--- src/rtl/mem_pkg.sv ---
// Shared types for the memory access unit: access opcodes, FSM states,
// lane-select constants and the store-merge / alignment helpers.
package mem_pkg;

  typedef enum logic [2:0] {
    OP_LB  = 3'd0,
    OP_LBU = 3'd1,
    OP_LH  = 3'd2,
    OP_LHU = 3'd3,
    OP_LW  = 3'd4,
    OP_SB  = 3'd5,
    OP_SH  = 3'd6,
    OP_SW  = 3'd7
  } mem_op_t;

  typedef enum logic [2:0] {
    IDLE   = 3'd0,
    LOAD   = 3'd1,
    STORE  = 3'd2,
    RMW_RD = 3'd3,
    RMW_WR = 3'd4,
    RESP   = 3'd5
  } state_t;

  localparam logic [1:0] LANE_B0 = 2'd0;
  localparam logic [1:0] LANE_B1 = 2'd1;
  localparam logic [1:0] LANE_B2 = 2'd2;
  localparam logic [1:0] LANE_B3 = 2'd3;
  localparam logic       HALF_LO = 1'b0;
  localparam logic       HALF_HI = 1'b1;

  function automatic logic is_load(input mem_op_t op);
    return (op == OP_LB) || (op == OP_LBU) || (op == OP_LH) ||
           (op == OP_LHU) || (op == OP_LW);
  endfunction

  function automatic logic misaligned(input mem_op_t op, input logic [1:0] lane);
    logic hit;
    hit = 1'b0;
    case (op)
      OP_LH, OP_LHU, OP_SH: hit = lane[0];
      OP_LW, OP_SW:         hit = |lane;
      default:              hit = 1'b0;
    endcase
    return hit;
  endfunction

  // Replace only the addressed byte (SB) or halfword (SH); other lanes pass through.
  function automatic logic [31:0] merge_store(input mem_op_t op, input logic [1:0] lane,
                                              input logic [31:0] word, input logic [15:0] data);
    logic [31:0] res;
    res = word;
    if (op == OP_SB) begin
      case (lane)
        LANE_B0: res[7:0]   = data[7:0];
        LANE_B1: res[15:8]  = data[7:0];
        LANE_B2: res[23:16] = data[7:0];
        default: res[31:24] = data[7:0];
      endcase
    end else if (lane[1] == HALF_HI) begin
      res[31:16] = data;
    end else begin
      res[15:0] = data;
    end
    return res;
  endfunction

endpackage

--- src/rtl/load_extend.sv ---
// Picks the addressed byte/halfword out of a RAM word and sign- or
// zero-extends it according to the load opcode; stores yield zero.
module load_extend
  import mem_pkg::*;
(
  input  mem_op_t     op,
  input  logic [1:0]  lane,
  input  logic [31:0] word,
  output logic [31:0] result
);

  logic [7:0]  byte_sel;
  logic [15:0] half_sel;

  always_comb begin
    byte_sel = word[7:0];
    case (lane)
      LANE_B0: byte_sel = word[7:0];
      LANE_B1: byte_sel = word[15:8];
      LANE_B2: byte_sel = word[23:16];
      default: byte_sel = word[31:24];
    endcase
    half_sel = (lane[1] == HALF_HI) ? word[31:16] : word[15:0];
  end

  always_comb begin
    result = '0;
    case (op)
      OP_LB:   result = {{24{byte_sel[7]}}, byte_sel};
      OP_LBU:  result = {24'd0, byte_sel};
      OP_LH:   result = {{16{half_sel[15]}}, half_sel};
      OP_LHU:  result = {16'd0, half_sel};
      OP_LW:   result = word;
      default: result = '0;
    endcase
  end

endmodule

--- src/rtl/mem_access_unit.sv ---
// Byte/halfword/word load-store unit in front of a word-wide RAM, using
// read-modify-write for sub-word stores. Define MEM_ACCESS_MISALIGN_EXC_EN
// to flag misaligned accesses with err instead of forcing them aligned.
module mem_access_unit
  import mem_pkg::*;
#(
  parameter int WORD_AW = 8
) (
  input  logic        clk,
  input  logic        rst_n,
  input  logic        req,
  input  mem_op_t     op,
  input  logic [31:0] addr,
  input  logic [31:0] wdata,
  output logic        ready,
  output logic        done,
  output logic [31:0] rdata,
  output logic        err,
  output logic [31:0] mem_addr,
  output logic [31:0] mem_wdata,
  output logic        mem_read,
  output logic        mem_write,
  input  logic [31:0] mem_rdata,
  output state_t      state
);

  // Request handshake: a request is taken on the rising edge where req=1 and
  // ready=1; while ready=0 the request inputs are ignored entirely.

  mem_op_t              op_q;
  logic [1:0]           lane_q;
  logic [15:0]          wdata_q;
  logic [WORD_AW-1:0]   word_q;
  logic [31:0]          ext_data;
  logic                 misalign;
  logic                 unused_addr_hi;

  assign mem_addr       = {{(32 - WORD_AW){1'b0}}, word_q};
  assign unused_addr_hi = ^addr[31:WORD_AW+2];

`ifdef MEM_ACCESS_MISALIGN_EXC_EN
  assign misalign = misaligned(op, addr[1:0]);
`else
  assign misalign = 1'b0;
`endif

  load_extend u_load_extend (
    .op     (op_q),
    .lane   (lane_q),
    .word   (mem_rdata),
    .result (ext_data)
  );

  always_ff @(posedge clk or negedge rst_n) begin
    if (!rst_n) begin
      state     <= IDLE;
      ready     <= 1'b1;
      done      <= 1'b0;
      err       <= 1'b0;
      rdata     <= '0;
      word_q    <= '0;
      mem_wdata <= '0;
      mem_read  <= 1'b0;
      mem_write <= 1'b0;
      op_q      <= OP_LB;
      lane_q    <= '0;
      wdata_q   <= '0;
    end else begin
      case (state)
        IDLE: begin
          if (req) begin
            op_q    <= op;
            lane_q  <= addr[1:0];
            wdata_q <= wdata[15:0];
            word_q  <= addr[WORD_AW+1:2];
            ready   <= 1'b0;
            if (misalign) begin
              state <= RESP;
              done  <= 1'b1;
              err   <= 1'b1;
              rdata <= '0;
            end else if (is_load(op)) begin
              state    <= LOAD;
              mem_read <= 1'b1;
            end else if (op == OP_SW) begin
              state     <= STORE;
              mem_write <= 1'b1;
              mem_wdata <= wdata;
            end else begin
              state    <= RMW_RD;
              mem_read <= 1'b1;
            end
          end
        end
        LOAD: begin
          mem_read <= 1'b0;
          rdata    <= ext_data;
          err      <= 1'b0;
          done     <= 1'b1;
          state    <= RESP;
        end
        STORE, RMW_WR: begin
          mem_write <= 1'b0;
          rdata     <= '0;
          err       <= 1'b0;
          done      <= 1'b1;
          state     <= RESP;
        end
        RMW_RD: begin
          mem_read  <= 1'b0;
          mem_write <= 1'b1;
          mem_wdata <= merge_store(op_q, lane_q, mem_rdata, wdata_q);
          state     <= RMW_WR;
        end
        RESP: begin
          done  <= 1'b0;
          ready <= 1'b1;
          state <= IDLE;
        end
        default: begin
          mem_read  <= 1'b0;
          mem_write <= 1'b0;
          done      <= 1'b0;
          ready     <= 1'b1;
          state     <= IDLE;
        end
      endcase
    end
  end

endmodule

--- config.mk ---
export PLATFORM = sky130hd
export DESIGN_NAME = mem_access_unit
export DESIGN_NICKNAME = d
export VERILOG_FILES = /design/src/rtl/mem_pkg.sv /design/src/rtl/load_extend.sv /design/src/rtl/mem_access_unit.sv
export SDC_FILE = /design/constraint.sdc
export NUM_CORES = 1
export LEC_CHECK = 0
export ABC_AREA = 1
export ABC_CLOCK_PERIOD_IN_PS = 1250
export CORE_MARGIN = 4
export CORE_UTILIZATION = 29
export CTS_CLUSTER_DIAMETER = 200
export DETAILED_ROUTE_END_ITERATION = 7
export GPL_TIMING_DRIVEN = 0
export PLACE_DENSITY_LB_ADDON = 0.15
export SETUP_SLACK_MARGIN = 0.5
export SLEW_MARGIN = 20
export SYNTH_ARGS = -nofsm -noshare
export SYNTH_HDL_FRONTEND = slang
export SYNTH_SLANG_ARGS = --single-unit
--- constraint.sdc ---
create_clock -name clk -period 1.25 [get_ports clk]
set_input_delay 0.25 -clock clk [delete_from_list [all_inputs] [get_ports clk]]
set_output_delay 0.25 -clock clk [all_outputs]
set_load 0.03 [all_outputs]
==> flow_metrics.tcl, run 1 <==
# metrics dict for downstream scripts
set metrics [dict create \
    nonClkBufAreaFrac 0.294 \
    fp_util 0.299 \
    hold_viol_final 41 \
    drv_slew 0 \
    synthAoiAreaFrac 0.0341 \
    worstPathMaxFanout 5 \
    yosys_area_um2 6850 \
    cts_inserted_buffers 9 \
    path_depth 7 \
    seq_share 0.228 \
    wirelength_met1_mm 12.9 \
    rsz0062_at_grt "yes" \
    core_um2 22900 \
    cp-endpoint "wdata_q[9]" \
    diodes 0 \
    skew_ns 0.00865 \
    synth.avg_cell_area_um2 6.01 \
    gr-usage-met2 0.316 \
    place_area_um2 9060 \
    seqPwrFrac 0.211 \
    dp_slack_ns -0.735 \
    wl_mm 27.7 \
    grt_start_max_net_pins 59 \
    flop_area_um2 2510 \
    vias_per_cell 4.53 \
    crit_buf_inv 2 \
    slowest_delay_ns 0.47 \
    p_sw_mw 14.1 \
    grt_pass1_vias 7248 \
    warnings 53 \
    combPwrFrac 0.682 \
    comb-power_mw 19.7 \
    critPathRequiredTime_ns 1.51 \
    gp_congestion 0.904 \
    power_density_nw_per_um2 2620 \
    clock_area_frac 0.0289 \
    cp_cell_sequence "nor2_4 > nand2_4 > nor2_4 > clkinv_4 > clkbuf_16 > nand2_2 > nand2_1" \
    ys.flop_type "dfrtp_1" \
    ys_warn_count 0 \
    swShare 0.488 \
    num_rows 55 \
    end_kind "flip-flop" \
    final_net_count 1508 \
    crit_top_cell "nor2_4" \
    top_cell "nand2_1" \
    route.met3.wl_mm 1.92 \
    fin_ws_ns -0.271 \
    violations "negative hold slack, negative setup slack" \
    yosys.area_share.adder 0 \
    cts.clk_slew.worst_paths_ns 0.08 \
    inverters 115 \
    period_needed_ns 1.52 \
    cts_root_buf "clkbuf_16" \
    top_area_cell "dfrtp_1" \
    met2_length_mm 12.3 \
    hp-class "input pin to asynchronous set/reset pin" \
    synthTopCellsByCount "nand2_1 (542), nor2_1 (139), nand3_1 (109)" \
    p_leak_nw 5.99 \
    dieWidth_um 162 \
    drtPass1Iterations 5 \
    top_usage_layer "met2" \
    max_freq_mhz 658 \
    netlist_instances 1140 \
    drc_errors 0 \
    cts.sinks 100 \
    ant_nets 0 \
    ys_seq_frac 0.365 \
    first_iter_violations 636 \
    largestClassByArea "multi-input combinational cells" \
    simple_gate_area_frac 0.466 \
    reg2reg_to "wdata_q[9]" \
    period_used_share 1.22 \
    edf_count 0 \
    clock_buffers 11 \
    drive_above_1_share 0.290 \
    arrival_ns 1.79 \
    pg_seq_mw 6.08 \
    die_h_um 162 \
    htree_levels 3 \
    cap_violations 0 \
    reg2reg_from "state[1]" \
    status "complete, but fails checks" \
    antenna_found_initial 0 \
    critical_path.top_delay_family "simple AND/OR/NAND/NOR gates" \
    ys_sh_mux 0 \
    power_leader "combinational cells" \
    hold_ws_ns -0.219 \
    p_total_mw 28.8 \
    grt_use_total 0.202 \
    setup_viol_count_final 104 \
    clock_path_buffers 2 \
    reg2reg_slack_ns -0.27 \
    use_met1 0.287 \
    synthTopLogicFamily "simple AND/OR/NAND/NOR gates" \
    fin_util 0.480 \
    xor_share 0 \
]
Run 1, clock wires, drivers and flops:
(3 px per um)
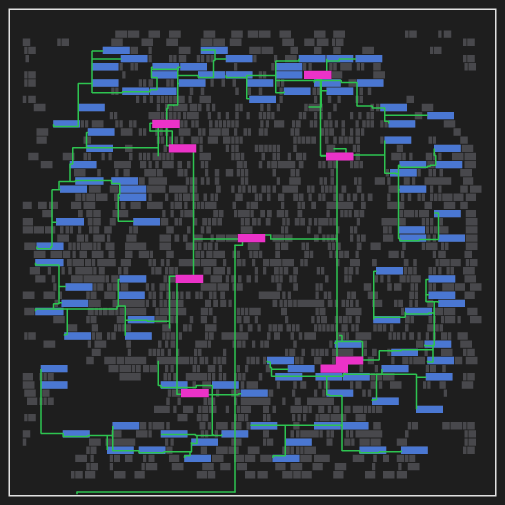
- flip-flops: blue (count 100)
- clock wires: green (length 1590 um)
- clock drivers: magenta (count 9)
- flops lie: spread over the die

Run 1, wires at chosen ports, followed through buffers:
(3 px per um)
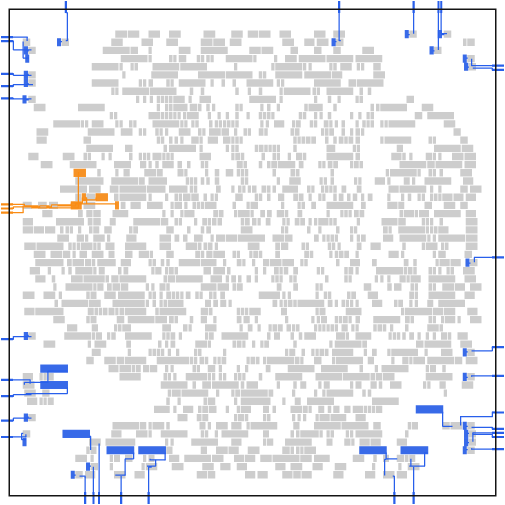
- mem_addr: blue (direction output; end cells 32; buffers 32; wire 401 um)
- op: orange (direction input; end cells 5; buffers 3; wire 99.8 um)
number of port buffers: 158
Ports: 206

Run 1, routed metal per tile:
(2 px per um) The die is cut into 32 by 32 equal tiles; white is low, dark blue is high, scaled to the fullest tile. Values are wire area over tile area, all layers added.
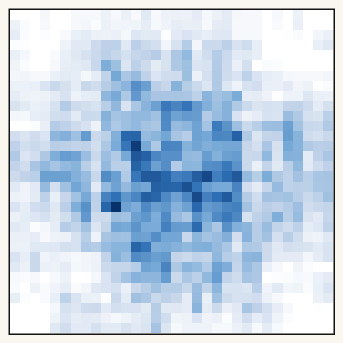
- densest ninth of the die: centre
- nearly empty tiles: 10%
- emptiest ninth of the die: upper right
- tiles over half the peak: 14%
- mean over tiles: 0.17
routed via count: 7817
post-DR wirelength/cell: 16.0 um

Run 1, selected gate families:
(2 px per um)
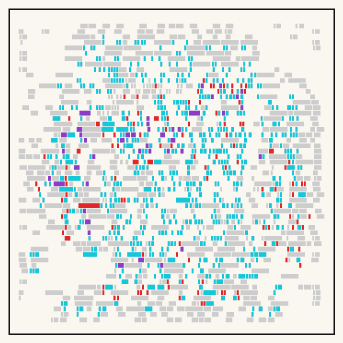
- NAND gates: cyan (cells 659; most used nand2_1)
- inverting AOI/OAI gates: purple (cells 42; most used o21ai_0)
- inverters: red (cells 115; most used inv_1; where spread over the die)
Non-Filler Instances: 1724
Comb area share: 0.370
most frequent logic cell in the layout: nand2_1

==> run 2, diff against run 1 <==
Settings changed: GPL_ROUTABILITY_DRIVEN from default to 1.
Run 2, routing congestion:
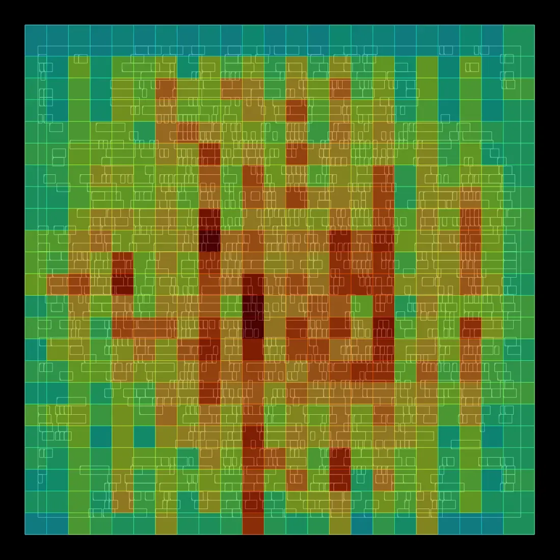
busiest layer in global routing: met2
Final Util: 0.480
Total GRT Usage: 0.202

Run 2, clock wires, drivers and flops:
(3 px per um)
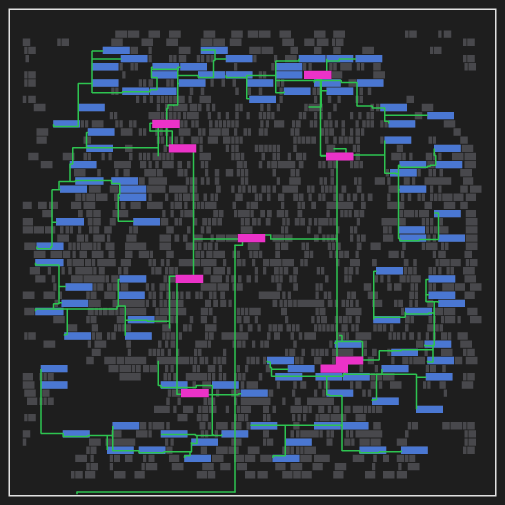
Clock Power: 3.08 mW
clock skew: 0.00865 ns
Clk pwr share: 0.107
Clk Latency, worst-skew pair: 0.37 ns

Run 2, routed metal per tile:
(2 px per um) The die is cut into 32 by 32 equal tiles; white is low, dark blue is high, scaled to the fullest tile. Values are wire area over tile area, all layers added.
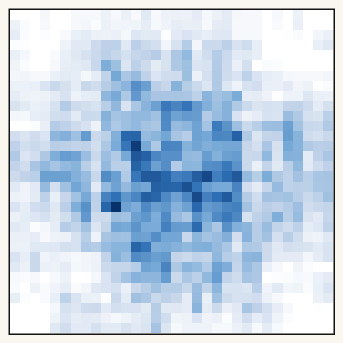
- densest ninth of the die: centre
- mean over tiles: 0.17
- fullest tile: 0.66
- nearly empty tiles: 10%
- emptiest ninth of the die: upper right
Post-Route WL: 27.7 mm

==> flow_metrics.tcl, run 2 <==
# metrics dict for downstream scripts
set metrics [dict create \
    clock_buffers 11 \
    wirelength_met1_mm 12.9 \
    hold_ws_ns -0.219 \
    cap_violations 0 \
    power_leader "combinational cells" \
    setup_viol_count_final 104 \
    path_depth 7 \
    crit_top_cell "nor2_4" \
    met2_length_mm 12.3 \
    reg2reg_to "wdata_q[9]" \
    cts_inserted_buffers 9 \
    comb-power_mw 19.7 \
    flop_area_um2 2510 \
    max_freq_mhz 658 \
    vias_per_cell 4.53 \
    critPathRequiredTime_ns 1.51 \
    vias 7817 \
    core_um2 22900 \
    combPwrFrac 0.682 \
    synth.avg_cell_area_um2 6.01 \
    p_leak_nw 5.99 \
    inverters 115 \
    clock_path_buffers 2 \
    violations "negative hold slack, negative setup slack" \
    gr-usage-met2 0.316 \
    end_kind "flip-flop" \
    pg_seq_mw 6.08 \
    critical_path.top_delay_family "simple AND/OR/NAND/NOR gates" \
    cts.clk_slew.worst_paths_ns 0.08 \
    crit_buf_inv 2 \
    rsz0062_at_grt "yes" \
    die_h_um 162 \
    combAreaFraction 0.370 \
    cp_cell_sequence "nor2_4 > nand2_4 > nor2_4 > clkinv_4 > clkbuf_16 > nand2_2 > nand2_1" \
    dieWidth_um 162 \
    slowest_delay_ns 0.47 \
    swShare 0.488 \
    warnings 53 \
    xor_share 0 \
    arrival_ns 1.79 \
    period_used_share 1.22 \
    htree_levels 3 \
    yosys_area_um2 6850 \
    gp_congestion 0.904 \
    grt_start_max_net_pins 59 \
    dp_slack_ns -0.735 \
    yosys.area_share.adder 0 \
    synthAoiAreaFrac 0.0341 \
    io_buffers 158 \
    worstPathMaxFanout 5 \
    ant_nets 0 \
    cp-endpoint "wdata_q[9]" \
    edf_count 0 \
    status "complete, but fails checks" \
    ios 206 \
    diodes 0 \
    num_rows 55 \
    grt_pass1_vias 7248 \
    ys_warn_count 0 \
    cts_root_buf "clkbuf_16" \
    seq_share 0.228 \
    top_cell "nand2_1" \
    fp_util 0.299 \
    reg2reg_from "state[1]" \
    drtPass1Iterations 5 \
    fin_ws_ns -0.271 \
    wl_per_cell_um 16.0 \
    drc_errors 0 \
    use_met1 0.287 \
    hp-class "input pin to asynchronous set/reset pin" \
    hold_viol_final 41 \
    place_area_um2 9060 \
    antenna_found_initial 0 \
    final_net_count 1508 \
    ys.flop_type "dfrtp_1" \
    top_area_cell "dfrtp_1" \
]
No activity file was given, so power comes from the tool's default toggle rates.
